### config.mk
export PLATFORM = sky130hd
export DESIGN_NAME = mem_stage
export DESIGN_NICKNAME = d
export VERILOG_FILES = /design/src/rtl/sparcy_mem_pkg.sv /design/src/rtl/mem_stage_load_align.sv /design/src/rtl/mem_stage.sv
export SDC_FILE = /design/constraint.sdc
export NUM_CORES = 1
export LEC_CHECK = 0
export CORE_AREA = 2 2 195 197
export CTS_CLUSTER_DIAMETER = 40
export CTS_CLUSTER_SIZE = 25
export DETAILED_ROUTE_END_ITERATION = 7
export DIE_AREA = 0 0 197 199
export GPL_TIMING_DRIVEN = 0
export PLACE_DENSITY = 0.69
export SYNTH_ARGS = -nofsm -noshare
export SYNTH_HDL_FRONTEND = slang
export SYNTH_SLANG_ARGS = --single-unit
### constraint.sdc
create_clock -name clk -period 9.65 [get_ports clk]
set_input_delay 2.895 -clock clk [delete_from_list [all_inputs] [get_ports clk]]
set_output_delay 2.895 -clock clk [all_outputs]
set_load 0.05 [all_outputs]
### src/rtl/sparcy_mem_pkg.sv
// Shared constants and types for the memory-access stage.
// Covers SPARC op3 codes, the bubble encoding, the access-size and FSM enums, and decode helpers.
package sparcy_mem_pkg;

    localparam logic [1:0] OP_MEM     = 2'b11;
    localparam logic [1:0] BUBBLE_OP  = 2'b00;
    localparam logic [2:0] BUBBLE_OP2 = 3'b100;

    localparam logic [5:0] OP3_LD   = 6'b000000;
    localparam logic [5:0] OP3_LDUB = 6'b000001;
    localparam logic [5:0] OP3_LDUH = 6'b000010;
    localparam logic [5:0] OP3_LDD  = 6'b000011;
    localparam logic [5:0] OP3_ST   = 6'b000100;
    localparam logic [5:0] OP3_STB  = 6'b000101;
    localparam logic [5:0] OP3_STH  = 6'b000110;
    localparam logic [5:0] OP3_STD  = 6'b000111;
    localparam logic [5:0] OP3_LDSB = 6'b001001;
    localparam logic [5:0] OP3_LDSH = 6'b001010;
    localparam logic [5:0] OP3_LDX  = 6'b001011;
    localparam logic [5:0] OP3_STX  = 6'b001110;

    typedef enum logic [1:0] {BYTE, HALF, WORD, DWORD} accessSizeT;
    typedef enum logic {IDLE, WAIT} stateT;

    function automatic logic isMemOp3(input logic [5:0] op3);
        case (op3)
            OP3_LD, OP3_LDUB, OP3_LDUH, OP3_LDD, OP3_ST, OP3_STB, OP3_STH,
            OP3_STD, OP3_LDSB, OP3_LDSH, OP3_LDX, OP3_STX: return 1'b1;
            default: return 1'b0;
        endcase
    endfunction

    function automatic accessSizeT op3Size(input logic [5:0] op3);
        case (op3)
            OP3_LDUB, OP3_LDSB, OP3_STB: return BYTE;
            OP3_LDUH, OP3_LDSH, OP3_STH: return HALF;
            OP3_LD, OP3_ST:              return WORD;
            default:                     return DWORD;
        endcase
    endfunction

    function automatic logic isSignedLoad(input logic [5:0] op3);
        return (op3 == OP3_LDSB) || (op3 == OP3_LDSH) || (op3 == OP3_LD);
    endfunction

    function automatic logic isStoreOp3(input logic [5:0] op3);
        return (op3 == OP3_ST) || (op3 == OP3_STB) || (op3 == OP3_STH) ||
               (op3 == OP3_STD) || (op3 == OP3_STX);
    endfunction

    // Index of the last lane of an access relative to its first lane (byte count minus one).
    function automatic logic [2:0] lastLane(input accessSizeT size);
        case (size)
            BYTE:    return 3'd0;
            HALF:    return 3'd1;
            WORD:    return 3'd3;
            default: return 3'd7;
        endcase
    endfunction

endpackage

### src/rtl/mem_stage_load_align.sv
// Right-justifies the addressed big-endian lanes of a read doubleword and extends them to 64 bits.
module load_align
    import sparcy_mem_pkg::*;
(
    input  logic [63:0] rdata,
    input  logic [2:0]  offset,
    input  accessSizeT  size,
    input  logic        isSigned,
    output logic [63:0] result
);

    logic [2:0]  shiftLanes;
    logic [63:0] shifted;

    always_comb begin
        shiftLanes = 3'd7 - offset - lastLane(size);
        shifted    = rdata >> {shiftLanes, 3'b000};
        result     = shifted;
        case (size)
            BYTE:    result = {{56{isSigned & shifted[7]}},  shifted[7:0]};
            HALF:    result = {{48{isSigned & shifted[15]}}, shifted[15:0]};
            WORD:    result = {{32{isSigned & shifted[31]}}, shifted[31:0]};
            default: result = rdata;
        endcase
    end

endmodule

### src/rtl/mem_stage.sv
// Memory-access stage: decodes memory ops, runs one outstanding dmem transaction,
// stalls upstream while it is pending and emits bubbles until the ack arrives.
module mem_stage
    import sparcy_mem_pkg::*;
#(
    parameter int ADDR_SIZE = 64
) (
    input  logic                 clk,
    input  logic                 reset,
    input  logic                 Mem_valid_in,
    input  logic [63:0]          Mem_alures_in,
    input  logic [63:0]          Mem_store_data_in,
    input  logic [4:0]           Mem_regD_in,
    input  logic [1:0]           Mem_op_in,
    input  logic [2:0]           Mem_op2_in,
    input  logic [5:0]           Mem_op3_in,
    output logic [63:0]          Mem_alures_out,
    output logic [63:0]          Mem_load_data_out,
    output logic [4:0]           Mem_regD_out,
    output logic [1:0]           Mem_op_out,
    output logic [2:0]           Mem_op2_out,
    output logic [5:0]           Mem_op3_out,
    output logic                 Mem_stall,
    output logic                 Mem_trap,
    output logic                 dmem_req,
    output logic                 dmem_we,
    output logic [ADDR_SIZE-1:0] dmem_addr,
    output logic [7:0]           dmem_be,
    output logic [63:0]          dmem_wdata,
    input  logic                 dmem_ack,
    input  logic [63:0]          dmem_rdata
);

    stateT       state, nextState;
    logic        capture;
    logic [63:0] holdAlures, holdStoreData;
    logic [4:0]  holdRegD;
    logic [1:0]  holdOp;
    logic [2:0]  holdOp2;
    logic [5:0]  holdOp3;

    logic        waiting, activeValid, isMem, isStore, misaligned;
    logic [63:0] activeAlures, activeStoreData, loadData;
    logic [4:0]  activeRegD;
    logic [1:0]  activeOp;
    logic [2:0]  activeOp2, offset, laneShift;
    logic [5:0]  activeOp3;
    logic [7:0]  laneMask, reqBe;
    logic [63:0] reqWdata;
    accessSizeT  size;

    always_ff @(posedge clk) begin
        if (reset) begin
            state         <= IDLE;
            holdAlures    <= '0;
            holdStoreData <= '0;
            holdRegD      <= '0;
            holdOp        <= '0;
            holdOp2       <= '0;
            holdOp3       <= '0;
        end else begin
            state <= nextState;
            if (capture) begin
                holdAlures    <= Mem_alures_in;
                holdStoreData <= Mem_store_data_in;
                holdRegD      <= Mem_regD_in;
                holdOp        <= Mem_op_in;
                holdOp2       <= Mem_op2_in;
                holdOp3       <= Mem_op3_in;
            end
        end
    end

    // Once a request is outstanding, every dmem field is derived from the held copy of the instruction.
    always_comb begin
        waiting         = (state == WAIT);
        activeValid     = waiting | Mem_valid_in;
        activeAlures    = waiting ? holdAlures    : Mem_alures_in;
        activeStoreData = waiting ? holdStoreData : Mem_store_data_in;
        activeRegD      = waiting ? holdRegD      : Mem_regD_in;
        activeOp        = waiting ? holdOp        : Mem_op_in;
        activeOp2       = waiting ? holdOp2       : Mem_op2_in;
        activeOp3       = waiting ? holdOp3       : Mem_op3_in;

        isMem   = activeValid && (activeOp == OP_MEM) && isMemOp3(activeOp3);
        isStore = isStoreOp3(activeOp3);
        size    = op3Size(activeOp3);
        offset  = activeAlures[2:0];

        case (size)
            HALF:    misaligned = offset[0];
            WORD:    misaligned = |offset[1:0];
            DWORD:   misaligned = |offset;
            default: misaligned = 1'b0;
        endcase

        case (size)
            BYTE:    laneMask = 8'h01;
            HALF:    laneMask = 8'h03;
            WORD:    laneMask = 8'h0F;
            default: laneMask = 8'hFF;
        endcase
        laneShift = 3'd7 - offset - lastLane(size);
        reqBe     = laneMask << laneShift;

        case (size)
            BYTE:    reqWdata = {8{activeStoreData[7:0]}};
            HALF:    reqWdata = {4{activeStoreData[15:0]}};
            WORD:    reqWdata = {2{activeStoreData[31:0]}};
            default: reqWdata = activeStoreData;
        endcase
    end

    load_align uLoadAlign (
        .rdata    (dmem_rdata),
        .offset   (offset),
        .size     (size),
        .isSigned (isSignedLoad(activeOp3)),
        .result   (loadData)
    );

    // Everything defaults to the bubble with the memory port idle; reset holds it there.
    always_comb begin
        nextState         = state;
        capture           = 1'b0;
        Mem_alures_out    = '0;
        Mem_load_data_out = '0;
        Mem_regD_out      = '0;
        Mem_op_out        = BUBBLE_OP;
        Mem_op2_out       = BUBBLE_OP2;
        Mem_op3_out       = '0;
        Mem_stall         = 1'b0;
        Mem_trap          = 1'b0;
        dmem_req          = 1'b0;
        dmem_we           = 1'b0;
        dmem_addr         = '0;
        dmem_be           = '0;
        dmem_wdata        = '0;
        if (!reset) begin
            case (state)
                IDLE: begin
                    if (Mem_valid_in && !isMem) begin
                        Mem_alures_out = Mem_alures_in;
                        Mem_regD_out   = Mem_regD_in;
                        Mem_op_out     = Mem_op_in;
                        Mem_op2_out    = Mem_op2_in;
                        Mem_op3_out    = Mem_op3_in;
                    end else if (isMem && misaligned) begin
                        Mem_trap = 1'b1;
                    end else if (isMem) begin
                        dmem_req   = 1'b1;
                        dmem_we    = isStore;
                        dmem_addr  = {activeAlures[ADDR_SIZE-1:3], 3'b000};
                        dmem_be    = reqBe;
                        dmem_wdata = isStore ? reqWdata : '0;
                        Mem_stall  = 1'b1;
                        capture    = 1'b1;
                        nextState  = WAIT;
                    end
                end
                WAIT: begin
                    dmem_req   = 1'b1;
                    dmem_we    = isStore;
                    dmem_addr  = {activeAlures[ADDR_SIZE-1:3], 3'b000};
                    dmem_be    = reqBe;
                    dmem_wdata = isStore ? reqWdata : '0;
                    if (dmem_ack) begin
                        Mem_alures_out    = activeAlures;
                        Mem_load_data_out = isStore ? '0 : loadData;
                        Mem_regD_out      = activeRegD;
                        Mem_op_out        = activeOp;
                        Mem_op2_out       = activeOp2;
                        Mem_op3_out       = activeOp3;
                        nextState         = IDLE;
                    end else begin
                        Mem_stall = 1'b1;
                    end
                end
                default: nextState = IDLE;
            endcase
        end
    end

endmodule

Fig. 1: run 1, wiring by layer
Scale: 1.5 px per um.
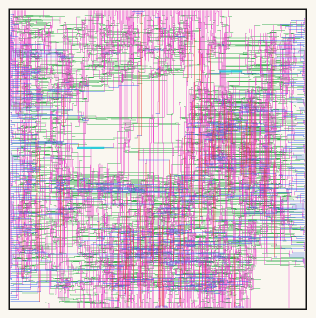
Cyan marks met5, wire length 30.4 um. Red marks met4, wire length 2810 um. Green marks met1, wire length 23.9 mm. Blue marks met3, wire length 6130 um. Magenta marks met2, wire length 29.2 mm.

Fig. 2: run 1, pin placement
Scale: 2 px per um. Pins as bars across the die edge, other pins in gray.
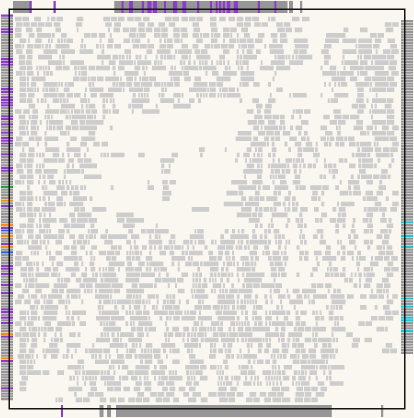
Cyan marks `dmem_be`, pins 8, direction output, edge east. Orange marks `Mem_op3_in`, pins 6, direction input, edge west. Green marks `Mem_stall`, pins 1, direction output, edge west. Blue marks `Mem_op_in`, pins 2, direction input, edge west. Purple marks `dmem_addr`, pins 64, direction output, edge 37 west, 26 north, 1 south.
All pins by edge: 142 west, 123 east, 123 south, 108 north.
die extent in x: 197 um
number of I/O port buffers: 491
Die Ht: 199 um

Fig. 3: run 1, clock wiring as the flow saved it
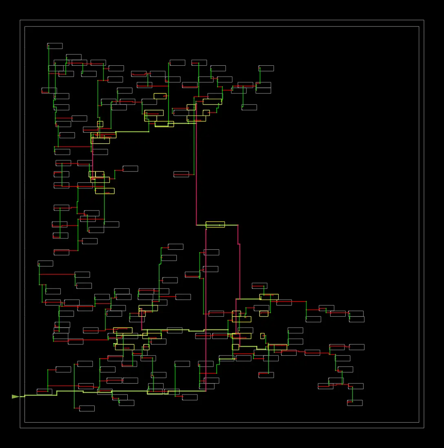
Clock Sink Count: 145
clk_skew: 0.0157 ns
clk latency late pin: 0.44 ns

run 1: state kept, by name (all words and copies together) (netlist names):
signal,count
holdAlures,64
holdStoreData,64
holdOp3,6
holdRegD,5
holdOp2,3
holdOp,2
state,1
run 1: worst max-delay path: stages:
cell	delay, ns
buf_2	0.15
mux2i_4	0.18
inv_2	0.09
ha_4	0.17
and4bb_2	0.24
a41oi_4	0.26
nand2_4	0.10
nand2_4	0.09
clkbuf_16	0.13
ha_4	0.12
fa_2	0.46
buf_8	0.16
nor2_2	0.12
a21oi_2	0.06
a311oi_2	0.31
a211oi_4	0.09
buf_4	0.17
nor3_4	0.25
buf_12	0.21
a21oi_4	0.06
clkdlybuf4s15_2	0.34
==> results.sh, run 1 <==
# implementation run metrics
export IMPL_cts_hold_buffers=0
export IMPL_hold_path_class="flip-flop to flip-flop"
export IMPL_htree_levels=4
export IMPL_power_total_w=0.00187
export IMPL_rows=71
export IMPL_status="completed"
export IMPL_synthTopCellsByArea="dfxtp_1 (25%), nand2_1 (12%), mux2i_1 (11%), o21ai_0 (8.4%), a22o_1 (5.4%)"
export IMPL_nClkBuffers=17
export IMPL_setup_slack_ns=0.0787
export IMPL_comb_area_frac=0.461
export IMPL_grt_pass1_vias=14600
export IMPL_ys_cells=1625
export IMPL_wl_met2_um=29200
export IMPL_drc=0
export IMPL_endpoint_kind="output pin"
export IMPL_holdPathStages=2
export IMPL_yosys_area_um2=11600
export IMPL_r2r_end="holdStoreData[17]$_SDFFE_PP0P_"
export IMPL_min_to="holdStoreData[60]$_SDFFE_PP0P_"
export IMPL_critical_path_class="input pin to output pin"
export IMPL_synth_cells=1625
export IMPL_post_drt_wl_per_cell_um=23.3
export IMPL_synth_avg_cell_area_um2=7.15
export IMPL_fin_cells=2667
export IMPL_timing_rr_start="state$_DFF_P_"
export IMPL_hold_path_startpoint="holdStoreData[60]$_SDFFE_PP0P_"
export IMPL_num_nonclk_buffers=686
export IMPL_num_io_pins=496
export IMPL_p_comb_frac=0.331
export IMPL_hold_viol=0
export IMPL_grtUsageTotal=0.304
export IMPL_synth_cell_types=73
export IMPL_yosys_area_top_type_share=0.250
export IMPL_fa_ha_area_frac=0.00819
export IMPL_tightest_slew_ns=1.29
export IMPL_multiInputCombCellCount=1314
export IMPL_cap_violations=0
export IMPL_vias=15000
export IMPL_fp_utilization=0.313
export IMPL_place_gp_congestion=0.988
export IMPL_buf_share=0.322
export IMPL_largestPowerGroup="the clock network"
export IMPL_fill_cells=3622
export IMPL_fin_crit_ns=9.57
export IMPL_clk_share=0.0298
export IMPL_met1_length_um=23900
export IMPL_vdd_drop_max_mv=0.122
export IMPL_top_cells_by_count="nand2_1 (377), o21ai_0 (196), nor2_1 (158)"
export IMPL_holdWs_ns=0.459
export IMPL_power_internal_w=0.00119
export IMPL_die_area_um2=39200
export IMPL_regArea_um2=2900
export IMPL_largest_area_cell="dfxtp_1"
export IMPL_synthArstFlopShare=0
export IMPL_crit_required_ns=6.76
export IMPL_top_layer="met5"
export IMPL_final_comb_area_um2=8770
export IMPL_p_seq_w=0.000600
export IMPL_grt_start_max_net_pins=17
export IMPL_fin_nets=2396
export IMPL_yosysWarningCount=0
export IMPL_ys_top_logic_family="AND-OR/OR-AND gates"
export IMPL_cts_root_buf="clkbuf_16"
export IMPL_ff2ff_setup_slack_ns=4.09
export IMPL_drtAntennaViolNets=0
export IMPL_grt_pass1_wl_um=89900
export IMPL_tns_ns=0
export IMPL_vias_per_cell=5.62
export IMPL_setup_viol=0
export IMPL_cts_repair_resized=433
export IMPL_grt_remaining_overflow=0
export IMPL_worstPathArrival_ns=6.68
export IMPL_numCtsBuffers=17
export IMPL_most_common_layout_cells="nand2_1 (377), clkdlybuf4s50_1 (371), o21ai_0 (194)"
export IMPL_antenna_cells=4
export IMPL_p_sw_w=0.000682
export IMPL_placed_cell_area_um2=17700
export IMPL_yosys_cell_count_top_type="nand2_1"
export IMPL_muxShareOfSynthArea=0.159
export IMPL_fmax_mhz=104
export IMPL_first_pass_iters=5
export IMPL_pre_cts_ws_ns=-2.25
export IMPL_wl_met3_um=6130
export IMPL_n_tap_cell=474
export IMPL_cts_tree="yes"
export IMPL_critical_path_peak_fanout=10
export IMPL_post_route_cell_area_um2=19000
export IMPL_placed_cells=2592
export IMPL_place_hpwl_um=48700
export IMPL_synth_seq_area_share=0.250
export IMPL_utilization=0.512
export IMPL_powerComb_w=0.000619
export IMPL_seq_share=0.153
export IMPL_ys_flops=145
export IMPL_flop_cell="dfxtp_1"
export IMPL_grt_setup_unrepaired="yes"
export IMPL_clkSlewWorstSetupHoldPaths_ns=0.06
Fig. 4: run 1, placement density heat map
Scale: 2 px per um. The die is cut into 20 by 20 equal tiles; black is low, pale yellow is high, 0 to 100% covered.
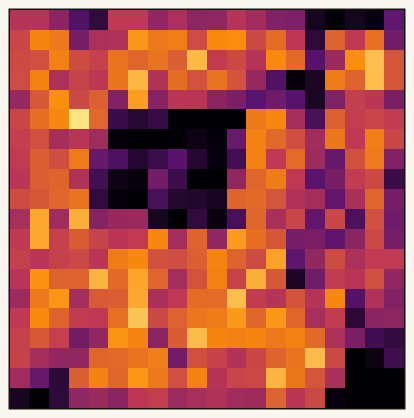

==> inputs of run 2 (changes only) <==
- SKIP_CTS_REPAIR_TIMING: unset -> 1
- SKIP_LAST_GASP: unset -> 1
- TNS_END_PERCENT: unset -> 1
Fig. 5: run 2, placement density heat map
Scale: 2 px per um. The die is cut into 20 by 20 equal tiles; black is low, pale yellow is high, 0 to 100% covered.
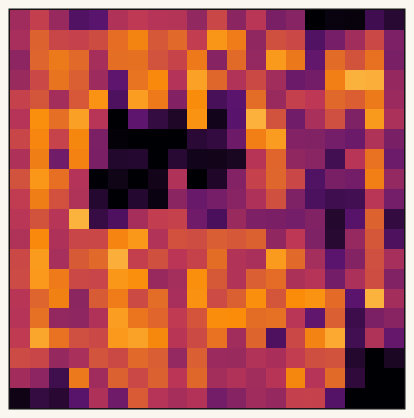
The mean over all tiles is 46%. 4.3% of the tiles are nearly empty. The fullest tile reaches 84%. 8.5% of the tiles are over 75% full.

Fig. 6: run 2, wiring by layer
Scale: 1.5 px per um.
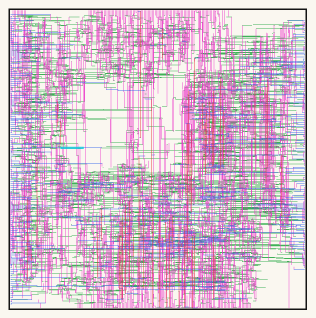
wire per inst: 23.8 um
Vias: 14900
Post-Route WL: 63100 um

==> run 2 against run 1 <==
Effect of this change: critical path depth fell by 5; total power rose by 2.7%; flip-flop count did not move; count of clock-buffer cells in the layout did not move; clock skew fell by 0.00052 ns; sequential power barely moved; wire length rose by 1.7%; maximum frequency fell by 4.0%; global-route usage rose by 0.23 points; the flow now finishes with violations (negative setup slack); synthesized area did not move; combinational power fell by 2%; critical path type unchanged.
==> results.sh, run 2 <==
# implementation run metrics
export IMPL_multiInputCombCellCount=1314
export IMPL_synth_cell_types=73
export IMPL_critical_path_class="input pin to output pin"
export IMPL_grt_start_max_net_pins=19
export IMPL_first_pass_iters=7
export IMPL_drc=0
export IMPL_synth_seq_area_share=0.250
export IMPL_fin_nets=2380
export IMPL_n_tap_cell=474
export IMPL_reg_top3="holdAlures (64), holdStoreData (64), holdOp3 (6)"
export IMPL_pre_cts_ws_ns=-2.35
export IMPL_hold_viol=0
export IMPL_fp_utilization=0.313
export IMPL_drtAntennaViolNets=0
export IMPL_ff2ff_setup_slack_ns=3.95
export IMPL_grt_pass1_vias=14200
export IMPL_cts_tree="yes"
export IMPL_yosys_area_top_type_share=0.250
export IMPL_path_delay_family="buffers and inverters"
export IMPL_clk_share=0.0341
export IMPL_setup_viol=155
export IMPL_fmax_mhz=100
export IMPL_final_comb_area_um2=8670
export IMPL_setup_slack_ns=-0.325
export IMPL_yosys_cell_count_top_type="nand2_1"
export IMPL_power_internal_w=0.00122
export IMPL_worstPathArrival_ns=7.08
export IMPL_synth_cells=1625
export IMPL_rows=71
export IMPL_vias_per_cell=5.62
export IMPL_fill_cells=3683
export IMPL_synthArstFlopShare=0
export IMPL_critPathSlowestCell="clkdlybuf4s50_1"
export IMPL_buf_share=0.313
export IMPL_grt_remaining_overflow=0
export IMPL_largest_area_cell="dfxtp_1"
export IMPL_antenna_cells=2
export IMPL_tns_ns=-24.00
export IMPL_numClockSinks=145
export IMPL_comb_area_frac=0.463
export IMPL_hold_path_startpoint="holdStoreData[15]$_SDFFE_PP0P_"
export IMPL_most_common_layout_cells="clkdlybuf4s50_1 (414), nand2_1 (377), o21ai_0 (196)"
export IMPL_synthTopCellsByArea="dfxtp_1 (25%), nand2_1 (12%), mux2i_1 (11%), o21ai_0 (8.4%), a22o_1 (5.4%)"
export IMPL_crit_cells=16
export IMPL_holdPathStages=2
export IMPL_numCtsBuffers=17
export IMPL_muxShareOfSynthArea=0.159
export IMPL_yosysWarningCount=0
export IMPL_insertion_delay_ns=0.44
export IMPL_violations="negative setup slack"
export IMPL_grt_pass1_wl_um=90600
export IMPL_p_comb_frac=0.316
export IMPL_min_to="holdStoreData[15]$_SDFFE_PP0P_"
export IMPL_synth_avg_cell_area_um2=7.15
export IMPL_fin_crit_ns=9.97
export IMPL_fa_ha_area_frac=0.00819
export IMPL_critical_path_peak_fanout=10
export IMPL_vdd_drop_max_mv=0.124
export IMPL_status="complete, but fails checks"
export IMPL_path_common_cell="nand2_4"
export IMPL_tightest_slew_ns=1.27
export IMPL_holdWs_ns=0.458
export IMPL_ys_flops=145
export IMPL_ys_top_logic_family="AND-OR/OR-AND gates"
export IMPL_fin_skew_ns=0.0152
export IMPL_path_cells="clkdlybuf4s50_1, nor3_2, a21oi_2, nand2_4, nand2_4, buf_12, ha_2, fa_2, buf_4, inv_1, clkbuf_2, o22ai_1, nand2_1, a31oi_1, a311oi_4, dlymetal6s2s_1"
-- run 2: cell counts after synthesis --
No cell type changed its count.
-- run 2: power by group through the flow --
stage          combinational, W  sequential (W)  clock [W]
2_1_floorplan          0.000313        0.000614          0
3_3_place_gp           0.000564        0.000614          0
3_5_place_dp           0.000563        0.000614          0
4_1_cts                0.000567        0.000600   0.000726
5_1_grt                0.000633        0.000600   0.000745
6_report               0.000607        0.000600   0.000717
-- run 2: layer usage --
layer | vias to the layer above | share of wire | track usage
li1 | 6799 | - | -
met1 | 7184 | 0.39 | 0.373
met2 | 784 | 0.48 | 0.531
met3 | 117 | 0.088 | 0.0670
met4 | 2 | 0.034 | 0.111
met5 | - | 0.00021 | 0
Fig. 7: run 2, clock wiring as the flow saved it
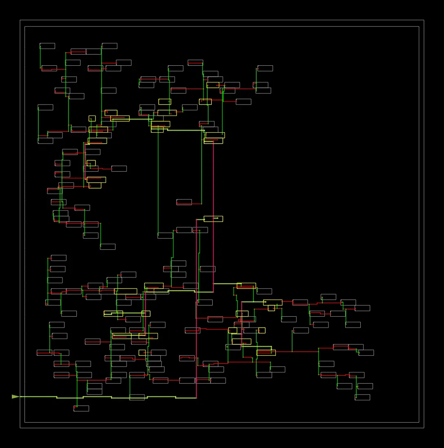

==> inputs of run 3 (changes only) <==
- REMOVE_ABC_BUFFERS: unset -> 1
Fig. 8: run 3, clock wiring as the flow saved it
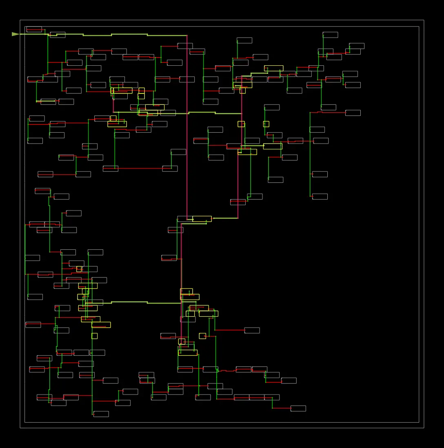
CLK BUF: 18
flop count: 145

Fig. 9: run 3, wiring by layer
Scale: 1.5 px per um.
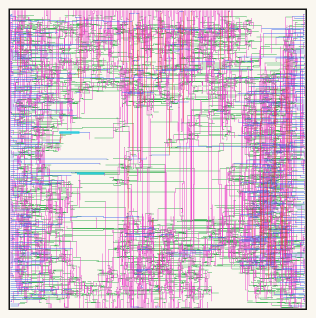
Blue marks met3, wire length 5160 um. Red marks met4, wire length 1800 um. Green marks met1, wire length 20.5 mm. Cyan marks met5, wire length 28.5 um. Magenta marks met2, wire length 27.2 mm.

==> run 3 against run 2 <==
Effect of this change: total power decreased by 3.0%; sequential power barely moved; register-to-register slack improved by 0.93 ns; design area down 0.59%; setup slack better by 0.30 ns; combinational power grew 2%; die area unchanged; the flow still finishes with violations (negative setup slack); maximum frequency grew 3.1%; synthesized area is the same; global-route usage down 5.5 points.
==> results.sh, run 3 <==
# implementation run metrics
export IMPL_fin_skew_ns=0.0186
export IMPL_warning_count=33
export IMPL_place_gp_congestion=0.945
export IMPL_fin_cells=2581
export IMPL_power_internal_w=0.00122
export IMPL_grt_pass1_vias=13200
export IMPL_endpoint="Mem_load_data_out[52]"
export IMPL_fp_dieH_um=199
export IMPL_ys_cells=1625
export IMPL_edf_count=0
export IMPL_cts_root_buf="clkbuf_16"
export IMPL_drc=0
export IMPL_rows=71
export IMPL_grtUsageTotal=0.252
export IMPL_crit_required_ns=6.76
export IMPL_ys_flops=145
export IMPL_grt_remaining_overflow=0
export IMPL_synth_cell_types=73
export IMPL_utilization=0.501
export IMPL_tns_ns=-0.270
export IMPL_yosys_area_um2=11600
export IMPL_r2r_worst_path_cells=14
export IMPL_numClockSinks=145
export IMPL_path_cells="buf_6, mux2i_4, inv_2, ha_4, and4bb_2, a41oi_4, buf_12, nand2_8, nand2_8, ha_4, fa_2, buf_12, mux4_2, nand3_2, mux2i_4, buf_6, a2111oi_4, buf_6, buf_12, a211oi_2, clkbuf_4"
export IMPL_clock_power_w=0.000648
export IMPL_vias_per_cell=5.53
export IMPL_n_tap_cell=474
export IMPL_place_hpwl_um=37800
export IMPL_synth_avg_cell_area_um2=7.15
export IMPL_cp_start_kind="input pin"
export IMPL_final_comb_area_um2=8340
export IMPL_insertion_delay_ns=0.44
export IMPL_largestPowerGroup="the clock network"
export IMPL_status="complete, but fails checks"
export IMPL_powerComb_w=0.000619
export IMPL_fin_crit_ns=9.67
export IMPL_yosysWarningCount=0
export IMPL_comb_area_frac=0.449
export IMPL_clkSlewWorstSetupHoldPaths_ns=0.06
export IMPL_fin_crit_sh=1.00
export IMPL_largest_area_cell="dfxtp_1"
export IMPL_drtAntennaViolNets=0
export IMPL_cap_violations=0
export IMPL_fill_cells=3574
export IMPL_dieWidth_um=197
export IMPL_leakagePower_nw=7.53
export IMPL_multiInputCombCellCount=1317
export IMPL_synthTopCellsByArea="dfxtp_1 (25%), nand2_1 (12%), mux2i_1 (11%), o21ai_0 (8.4%), a22o_1 (5.4%)"
export IMPL_yosys_area_top_type_share=0.250
export IMPL_num_nonclk_buffers=595
export IMPL_routed_wl_um=54600
export IMPL_pre_cts_ws_ns=-3.59
export IMPL_tightest_slew_ns=0.963
export IMPL_holdWs_ns=0.452
export IMPL_lay_top_count="nand2_1"
export IMPL_first_pass_iters=6
export IMPL_numCtsBuffers=17
export IMPL_antenna_cells=4
export IMPL_pwr_share_clk=0.347
export IMPL_largest_class="logic gates"
export IMPL_path_buffers=8
export IMPL_p_per_area_nw_per_um2=100
export IMPL_vias=14300
export IMPL_top_cells_by_count="nand2_1 (377), o21ai_0 (196), nor2_1 (158)"
export IMPL_setup_slack_ns=-0.0210
export IMPL_post_drt_wl_per_cell_um=21.2
export IMPL_vdd_drop_max_mv=0.0964
export IMPL_fp_utilization=0.313
export IMPL_ff2ff_setup_slack_ns=4.88
export IMPL_seq_share=0.156
export IMPL_layout_drive_gt1_share=0.161
export IMPL_io_buffers=492
export IMPL_buf_share=0.329
export IMPL_netlist_area_um2=11600
export IMPL_path_delay_family="buffers and inverters"
export IMPL_die_area_um2=39200
export IMPL_setup_viol=21
export IMPL_most_common_layout_cells="nand2_1 (373), clkdlybuf4s50_1 (369), o21ai_0 (194)"
export IMPL_clk_share=0.0297
export IMPL_slew_headroom=0.356
export IMPL_fin_nets=2309
export IMPL_crit_cells=21
export IMPL_critical_path_peak_fanout=7
export IMPL_hold_path_startpoint="holdStoreData[14]$_SDFFE_PP0P_"
export IMPL_grt_antenna_before_repair=5
export IMPL_first_iter_violations=877
export IMPL_inverters=14
export IMPL_regArea_um2=2910
export IMPL_grt_pass1_wl_um=77100
export IMPL_grt_setup_unrepaired="yes"
export IMPL_yosys_cell_count_top_type="nand2_1"
export IMPL_hold_path_class="flip-flop to flip-flop"
export IMPL_holdPathStages=2
export IMPL_clock_path_buffers=2
export IMPL_flop_cell="dfxtp_1"
export IMPL_min_to="holdStoreData[14]$_SDFFE_PP0P_"
export IMPL_placed_cells=2460
export IMPL_reg_top3="holdAlures (64), holdStoreData (64), holdOp3 (6)"
export IMPL_startpoint="Mem_op3_in[0]"
export IMPL_cts_tree="yes"
export IMPL_hold_viol=0
export IMPL_slew_violations=0
export IMPL_endpoint_kind="output pin"
export IMPL_sw_frac_of_total=0.347
export IMPL_placed_cell_area_um2=17000
export IMPL_violations="negative setup slack"
export IMPL_post_route_cell_area_um2=18600
export IMPL_htree_levels=4
export IMPL_p_comb_frac=0.331
export IMPL_power_total_w=0.00187
export IMPL_synth_cells=1625
export IMPL_fmax_mhz=103
export IMPL_critPathSlowestCell="fa_2"
export IMPL_timing_rr_start="state$_DFF_P_"
export IMPL_synth_seq_area_share=0.250
export IMPL_core_area_um2=37100
export IMPL_p_seq_frac=0.321
export IMPL_slowest_delay_ns=0.51
export IMPL_synthArstFlopShare=0
export IMPL_r2r_end="holdStoreData[35]$_SDFFE_PP0P_"
export IMPL_num_io_pins=496
export IMPL_p_sw_w=0.000648
export IMPL_worstPathArrival_ns=6.78
export IMPL_grt_start_max_net_pins=101
export IMPL_critical_path_class="input pin to output pin"
export IMPL_p_seq_w=0.000600
export IMPL_synthToLayoutAreaGrowth_pct=60.1
==> run 3: cells by family after synthesis <==
family | Yosys count | share of synthesized area
compound gates | 492 | 0.292
xor+xnor | 4 | 0.00366
fa+ha+maj | 7 | 0.00819
buf+inv | 168 | 0.0623
flops | 145 | 0.250
mux | 174 | 0.159
other cells | 1 | 0.000323
simple gates | 634 | 0.225
==> run 3: worst min-delay path, stage by stage, from the launching register on <==
cell	delay, ns
dfxtp_1	0.31
nand2_1	0.05
o21ai_1	0.05
==> run 3: metal layers <==
layer	up-vias	GRT usage	wire [um]
met1	6775	0.286	20500
met3	121	0.0731	5160
met5	-	0	28
met2	692	0.450	27200
li1	6692	-	-
met4	4	0.0880	1800
Power and IR drop assume default switching activity.
